run_1/gate_families.png
Bar = 20 um.
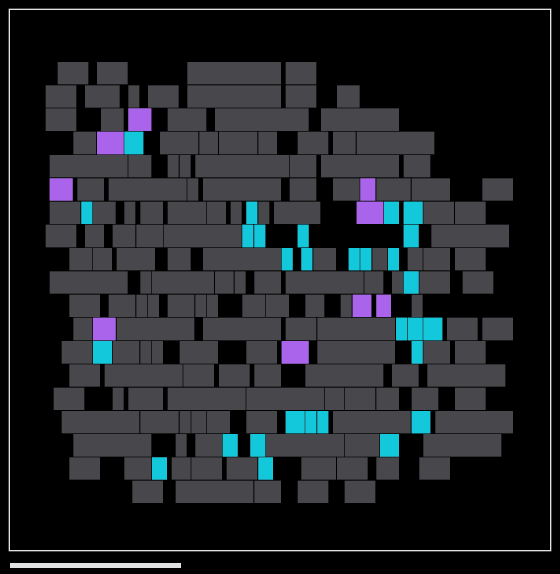
run_1/final_clocks.png
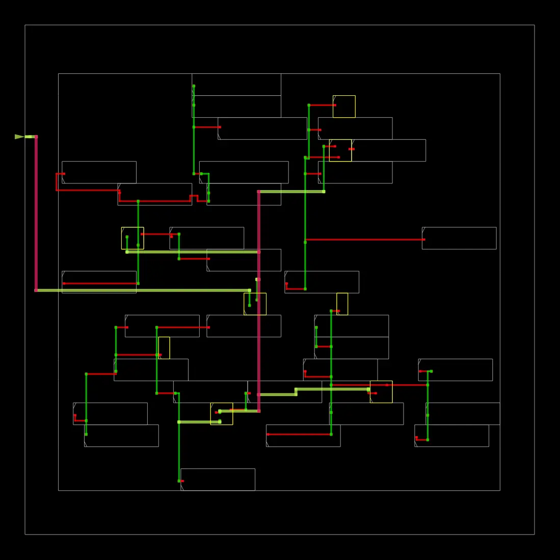
run_1/metal_stack.png
Only two layers are drawn.
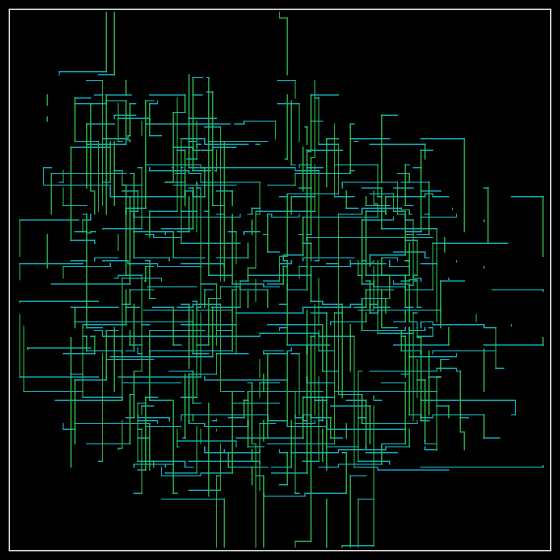
### src/rtl/bp_resolver_if.sv
// Handshake bundle between the execute stage (master) and the branch resolver (slave).
// Carries the prediction push port, the resolve port and the predictor update/statistics outputs.
interface bp_resolver_if #(
    parameter int DEPTH = 4,
    parameter int CNT_W = 8
);
    localparam int PEND_W = $clog2(DEPTH) + 1;

    logic              pred_valid;
    logic [3:0]        pred_code;
    logic              pred_ready;
    logic              res_valid;
    logic              res_taken;
    logic              res_ready;
    logic              jump;
    logic              upd_en;
    logic              mispredict;
    logic              code_err;
    logic [PEND_W-1:0] pending;
    logic [CNT_W-1:0]  hit_cnt;
    logic [CNT_W-1:0]  miss_cnt;

    modport master (
        output pred_valid, pred_code, res_valid, res_taken,
        input  pred_ready, res_ready, jump, upd_en, mispredict,
               code_err, pending, hit_cnt, miss_cnt
    );

    modport slave (
        input  pred_valid, pred_code, res_valid, res_taken,
        output pred_ready, res_ready, jump, upd_en, mispredict,
               code_err, pending, hit_cnt, miss_cnt
    );
endinterface

### src/rtl/bp_resolver.sv
// Execute-stage companion of the 2-bit branch predictor: queues predicted directions,
// resolves them in FIFO order, strobes the predictor update and keeps hit/miss statistics.
module bp_resolver #(
    parameter int DEPTH = 4,
    parameter int CNT_W = 8
) (
    input logic          clk,
    input logic          rst_n,
    bp_resolver_if.slave bus
);
    localparam int AW     = $clog2(DEPTH);
    localparam int PEND_W = AW + 1;

    logic              r_q [DEPTH];
    logic [AW-1:0]     r_wr;
    logic [AW-1:0]     r_rd;
    logic [PEND_W-1:0] r_pending;
    logic              r_jump;
    logic              r_upd_en;
    logic              r_mispredict;
    logic              r_code_err;
    logic [CNT_W-1:0]  r_hit_cnt;
    logic [CNT_W-1:0]  r_miss_cnt;

    logic w_full;
    logic w_empty;
    logic w_push_hs;
    logic w_legal;
    logic w_pred_t;
    logic w_pop;
    logic w_head;
    logic w_miss;
    logic w_push_q;

    function automatic logic [CNT_W-1:0] sat_inc(input logic [CNT_W-1:0] v);
        return (&v) ? v : v + CNT_W'(1);
    endfunction

    assign w_full    = (r_pending == PEND_W'(DEPTH));
    assign w_empty   = (r_pending == '0);
    assign w_push_hs = bus.pred_valid && bus.pred_ready;
    assign w_legal   = (bus.pred_code == 4'd0) || (bus.pred_code == 4'd3) ||
                       (bus.pred_code == 4'd9) || (bus.pred_code == 4'd6);
    assign w_pred_t  = (bus.pred_code == 4'd9) || (bus.pred_code == 4'd6);
    assign w_pop     = bus.res_valid && !w_empty;
    assign w_head    = r_q[r_rd];
    assign w_miss    = w_pop && (w_head != bus.res_taken);
    // A push that lands in a mispredict cycle is on the wrong path and never enters the queue.
    assign w_push_q  = w_push_hs && w_legal && !w_miss;

    // Storage carries no reset; validity is tracked entirely by the pointers and r_pending.
    always_ff @(posedge clk) begin
        if (w_push_q) begin
            r_q[r_wr] <= w_pred_t;
        end
    end

    always_ff @(posedge clk or negedge rst_n) begin
        if (!rst_n) begin
            r_wr         <= '0;
            r_rd         <= '0;
            r_pending    <= '0;
            r_jump       <= 1'b0;
            r_upd_en     <= 1'b0;
            r_mispredict <= 1'b0;
            r_code_err   <= 1'b0;
            r_hit_cnt    <= '0;
            r_miss_cnt   <= '0;
        end else begin
            r_upd_en     <= w_pop;
            r_mispredict <= w_miss;
            if (w_pop) begin
                r_jump <= bus.res_taken;
            end
            if (w_push_hs && !w_legal) begin
                r_code_err <= 1'b1;
            end
            if (w_miss) begin
                r_wr       <= '0;
                r_rd       <= '0;
                r_pending  <= '0;
                r_miss_cnt <= sat_inc(r_miss_cnt);
            end else begin
                if (w_push_q) begin
                    r_wr <= r_wr + AW'(1);
                end
                if (w_pop) begin
                    r_rd      <= r_rd + AW'(1);
                    r_hit_cnt <= sat_inc(r_hit_cnt);
                end
                r_pending <= r_pending + PEND_W'(w_push_q) - PEND_W'(w_pop);
            end
        end
    end

    // Ready is masked by reset so every output reads 0 while rst_n is low.
    assign bus.pred_ready = rst_n && !w_full;
    assign bus.res_ready  = !w_empty;
    assign bus.jump       = r_jump;
    assign bus.upd_en     = r_upd_en;
    assign bus.mispredict = r_mispredict;
    assign bus.code_err   = r_code_err;
    assign bus.pending    = r_pending;
    assign bus.hit_cnt    = r_hit_cnt;
    assign bus.miss_cnt   = r_miss_cnt;
endmodule

### src/flat_wrapper.sv
// flat-port wrapper written by rule: the top's interface ports become plain ports
module bp_resolver_flat 
#(
    parameter int DEPTH = 4,
    parameter int CNT_W = 8
)
  (clk, rst_n, bus_pred_valid, bus_pred_code, bus_res_valid, bus_res_taken, bus_pred_ready, bus_res_ready, bus_jump, bus_upd_en, bus_mispredict, bus_code_err, bus_pending, bus_hit_cnt, bus_miss_cnt);
  bp_resolver_if #(.DEPTH(DEPTH), .CNT_W(CNT_W)) bus_i ();
  input logic clk;
  input logic rst_n;
  input wire logic [$bits(bus_i.pred_valid)-1:0] bus_pred_valid;
  input wire logic [$bits(bus_i.pred_code)-1:0] bus_pred_code;
  input wire logic [$bits(bus_i.res_valid)-1:0] bus_res_valid;
  input wire logic [$bits(bus_i.res_taken)-1:0] bus_res_taken;
  output wire logic [$bits(bus_i.pred_ready)-1:0] bus_pred_ready;
  output wire logic [$bits(bus_i.res_ready)-1:0] bus_res_ready;
  output wire logic [$bits(bus_i.jump)-1:0] bus_jump;
  output wire logic [$bits(bus_i.upd_en)-1:0] bus_upd_en;
  output wire logic [$bits(bus_i.mispredict)-1:0] bus_mispredict;
  output wire logic [$bits(bus_i.code_err)-1:0] bus_code_err;
  output wire logic [$bits(bus_i.pending)-1:0] bus_pending;
  output wire logic [$bits(bus_i.hit_cnt)-1:0] bus_hit_cnt;
  output wire logic [$bits(bus_i.miss_cnt)-1:0] bus_miss_cnt;
  assign bus_i.pred_valid = bus_pred_valid;
  assign bus_i.pred_code = bus_pred_code;
  assign bus_i.res_valid = bus_res_valid;
  assign bus_i.res_taken = bus_res_taken;
  assign bus_pred_ready = bus_i.pred_ready;
  assign bus_res_ready = bus_i.res_ready;
  assign bus_jump = bus_i.jump;
  assign bus_upd_en = bus_i.upd_en;
  assign bus_mispredict = bus_i.mispredict;
  assign bus_code_err = bus_i.code_err;
  assign bus_pending = bus_i.pending;
  assign bus_hit_cnt = bus_i.hit_cnt;
  assign bus_miss_cnt = bus_i.miss_cnt;
  bp_resolver #(.DEPTH(DEPTH), .CNT_W(CNT_W)) u_core (.clk(clk), .rst_n(rst_n), .bus(bus_i));
endmodule
### config.mk
export PLATFORM = sky130hd
export DESIGN_NAME = bp_resolver_flat
export DESIGN_NICKNAME = d
export VERILOG_FILES = /design/src/rtl/bp_resolver_if.sv /design/src/rtl/bp_resolver.sv /design/src/flat_wrapper.sv
export SDC_FILE = /design/constraint.sdc
export NUM_CORES = 1
export LEC_CHECK = 0
export ABC_CLOCK_PERIOD_IN_PS = 2890
export CORE_MARGIN = 4
export CORE_UTILIZATION = 52
export CTS_BUF_LIST = sky130_fd_sc_hd__clkbuf_2 sky130_fd_sc_hd__clkbuf_4 sky130_fd_sc_hd__clkbuf_8
export DETAILED_ROUTE_END_ITERATION = 16
export MAX_ROUTING_LAYER = met4
export PLACE_DENSITY = 0.87
export SLEW_MARGIN = 0
export SYNTH_ARGS = -nofsm -noshare
export SYNTH_HDL_FRONTEND = slang
export SYNTH_SLANG_ARGS = --single-unit
### constraint.sdc
create_clock -name clk -period 2.89 [get_ports clk]
set_input_delay 0.4335 -clock clk [delete_from_list [all_inputs] [get_ports clk]]
set_output_delay 0.4335 -clock clk [all_outputs]
set_load 0.03 [all_outputs]
==> Slide: Implementation Results, run 1 <==
Physical Implementation Snapshot

Timing
  • Worst-margin pin slew: 0.476 ns
  • Period minus WS final: around 2.7 ns
  • Final Hold Vio Count: 0
  • Fin Setup TNS: 0 ns
  • RSZ-0062 raised after global routing: no
  • Final period utilization: 0.918
  • FMAX: between 300 and 400 MHz
  • Fin Hold WS: 0.489 ns

Synth
  • Async SR Flop Fraction: 0.871
  • Simple share: 0.196
  • Yosys stat chip area: 1580 um^2
  • Cell count in the Yosys report: 144
  • Area fraction in xor and xnor cells: 0.0997
  • Mapped Nets: approximately 160
  • Syn_area_per_cell: 11.0 um^2
  • Commonest cells post-synth: dfrtp_1, nand2_1, nor2_1
  • Seq share, synth: 0.503
  • Post-synth EDFFs: 4
  • Adder-cell share of the synthesized area: 0.0759
  • Mux frac, synth: 0.0570

Critical path
  • CP Capture Type: flop
  • Critical path depth: 11
  • Crit-path slowest cell: or4bb_1
  • Crit path max fanout: 3
  • Type of origin of the critical path: primary input
  • WP buf/inv: 2
  • Critical path class: in -> reg
  • Reg2reg path depth: 11
  • Crit-path cells: clkdlybuf4s50_1 > or4bb_1 > o311ai_1 > and3_1 > o21a_1 > ha_1 > inv_1 > fa_1 > xor2_1 > xnor2_1 > nor2_1

Detailed routing
  • # DRC: 0
  • Vias/cell: 5.50
  • Drt first pass iters: 4
  • Final wirelength: 3220 um
  • ANT nets after route: 0

Place
  • Placed cell areas: around 2000 um^2

Final layout
  • Top cell excl fill/tap: clkdlybuf4s50_1
  • Layout cells sized above 1: 0.115
  • ANT cells: 0
  • Multi-input gate area: ~750 um^2
  • Final net count: 208

Pwr
  • Power Density: 932 nW/um^2
  • Main power group: combinational logic

Die
  • Die Y: 63.2 um
  • DIE AREA: 3990 um^2
  • Die W: 63.2 um

GRT
  • GRT Util Overall: 0.184
  • First-pass GRT wire length: 5570 um
  • Largest net degree at the start of global routing: 28
  • Grt ovf: 0

Clock network
  • Insertion Delay late pin: 0.33 ns
  • Clock Pin Slew Worst Setup and Hold Paths: 0.10 ns
  • # clock sinks: 31
  • Clk root buf: clkbuf_4

Status
  • Status: finished, final reports clean

Min path
  • Worst Min Path Start: u_core.bus.code_err
## Picture notes: gate_families.png
color	family	cells
purple	inverting AOI/OAI gates	9
cyan	NAND gates	29

## Picture notes: final_clocks.png
clock group power: 239 uW
CTS buffer count: 5
flop count: 31

## Picture notes: metal_stack.png
color	layer	wire length
cyan	met1	1,400 um
green	met2	1,600 um

run 1: metal layers:
metal | share of wire | track usage | up-vias
met5 | 0 | - | -
met3 | 0.053 | 0.0657 | 7
met1 | 0.43 | 0.215 | 599
met4 | 0.014 | 0.0579 | 0
met2 | 0.50 | 0.298 | 31
li1 | - | - | 585
run 1: cell type report:
cell class	count	share of cell area
clock buffers	5	0.0183
clock inverters	3	0.00733
inverters	8	0.0147
multi-input cells	104	0.367
flip-flops and latches	31	0.389
well taps	31	0.0189
repair buffers	40	0.186
==> run 1 -> run 2 <==
--- a/config.mk
+++ b/config.mk
@@ -9,6 +9,7 @@
 export CORE_MARGIN = 4
 export CORE_UTILIZATION = 52
 export CTS_BUF_LIST = sky130_fd_sc_hd__clkbuf_2 sky130_fd_sc_hd__clkbuf_4 sky130_fd_sc_hd__clkbuf_8
+export CTS_CLUSTER_SIZE = 10
 export DETAILED_ROUTE_END_ITERATION = 16
 export MAX_ROUTING_LAYER = met4
 export PLACE_DENSITY = 0.87
run_2/gate_families.png
Bar = 20 um.
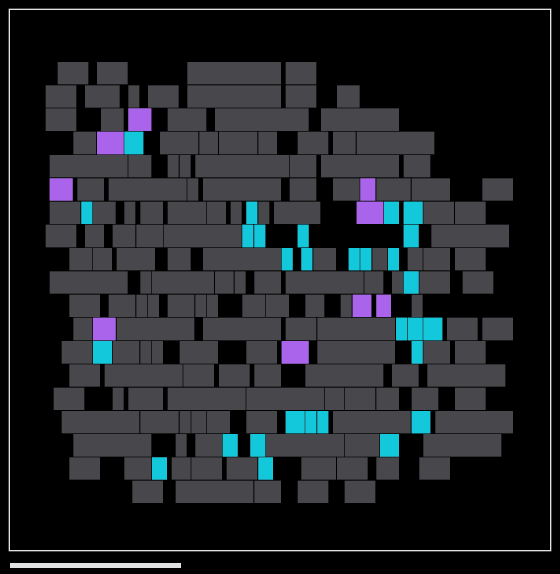
color	family	cells
purple	inverting AOI/OAI gates	9
cyan	NAND gates	29

==> run 2 against run 1 <==
Effect of this change:
- design area is the same
- die area is the same
- clock skew is the same
- sequential power is essentially flat
- combinational power is essentially flat
- worst hold slack is the same
- utilization is the same
- via count is the same
- critical path type unchanged
- largest power group unchanged
==> Slide: Implementation Results, run 2 <==
Physical Implementation Snapshot

Status
  • Status: finished, final reports clean

Min path
  • Worst Min Path Start: u_core.bus.code_err

Critical path
  • Worst Path Arrival: between 2 and 3 ns
  • Critical path class: in -> reg
  • Crit path max fanout: 3 (unchanged)
  • Type of origin of the critical path: primary input
  • Reg2reg path depth: 11 (unchanged)
  • CP Capture Type: flop

Clock network
  • CTS resizes: 0
  • # clock sinks: 31 (unchanged)
  • Insertion Delay late pin: 0.33 ns (about the same)
  • Clk root buf: clkbuf_4
  • CTS buffer count: 5 (unchanged)
  • Clock Pin Slew Worst Setup and Hold Paths: 0.10 ns (about the same)

Die
  • DIE AREA: 3990 um^2 (unchanged)
  • Die Y: 63.2 um (unchanged)
  • Die W: 63.2 um (unchanged)

Timing
  • Fin Hold WS: 0.489 ns (unchanged)
  • Final Hold Vio Count: 0 (unchanged)
  • Worst-margin pin slew: 0.476 ns (unchanged)
  • RSZ-0062 raised after global routing: no
  • Fin Setup TNS: 0 ns (unchanged)
  • FMAX: 377 MHz (unchanged)
  • Final period utilization: 0.918 (unchanged)
  • Period minus WS final: 2.65 ns (unchanged)
  • Final tally of max-slew violations: 0

Synth
  • Unique cell types: 37
  • Area fraction in xor and xnor cells: 0.0997 (unchanged)
  • Async SR Flop Fraction: 0.871 (unchanged)
  • Commonest cells post-synth: dfrtp_1, nand2_1, nor2_1
  • Mux frac, synth: 0.0570 (unchanged)
  • Most frequent cell after synthesis: dfrtp_1
  • Simple share: 0.196 (unchanged)
  • Cell count in the Yosys report: 144 (unchanged)
  • Adder-cell share of the synthesized area: 0.0759 (unchanged)
  • Seq share, synth: 0.503 (unchanged)
  • Syn_area_per_cell: 11.0 um^2 (unchanged)
  • Post-synth EDFFs: 4 (unchanged)
  • Mapped Nets: 162 (unchanged)
  • Yosys stat chip area: 1580 um^2 (unchanged)

GRT
  • GRT Util Overall: 0.184 (unchanged)
  • Grt ovf: 0 (unchanged)
  • First-pass GRT wire length: 5570 um (unchanged)
  • Largest net degree at the start of global routing: 28 (unchanged)

Detailed routing
  • Final wirelength: 3220 um (unchanged)
  • # DRC: 0 (unchanged)
  • DR WL/cell: 14.5 um
  • DRT iter0 DRCs: 62
  • Vias/cell: 5.50 (unchanged)
  • ANT nets after route: 0 (unchanged)

Pwr
  • Clock power frac: 0.125
  • Power Density: 932 nW/um^2 (unchanged)
  • Clock group power: 239 uW (about the same)
  • Main power group: combinational logic

Final layout
  • Final net count: 208 (unchanged)
  • Util after Layout: 0.724
  • Layout cells sized above 1: 0.115 (unchanged)
  • Final Non-Filler Cells: between 200 and 250
  • Top cell excl fill/tap: clkdlybuf4s50_1

Place
  • Final GP Congestion: roughly 0.9
  • Placed cell areas: 2000 um^2 (unchanged)

Job
  • Tool warnings: 29
==> run 2: critical path: stages <==
cell	delay, ns
clkdlybuf4s50_1	0.49
or4bb_1	0.51
o311ai_1	0.12
and3_1	0.24
o21a_1	0.15
ha_1	0.14
inv_1	0.05
fa_1	0.37
xor2_1	0.17
xnor2_1	0.13
nor2_1	0.05
==> run 2: routing by layer <==
metal	routed length (um)	GRT usage
met5	0	-
met4	46	0.0579
met3	169	0.0657
met2	1600	0.298
met1	1400	0.215
==> run 2: layout make-up <==
cell class / instances / area (um^2)
Sequential cell: 31 / 796
Fill cell: 213 / 781
Multi-Input combinational cell: 104 / 751
Timing Repair Buffer: 40 / 380
Tap cell: 31 / 38.8
Clock buffer: 5 / 37.5
Inverter: 8 / 30.0
Clock inverter: 3 / 15.0
Power figures rest on the tool's default switching activity, not on a simulated workload.
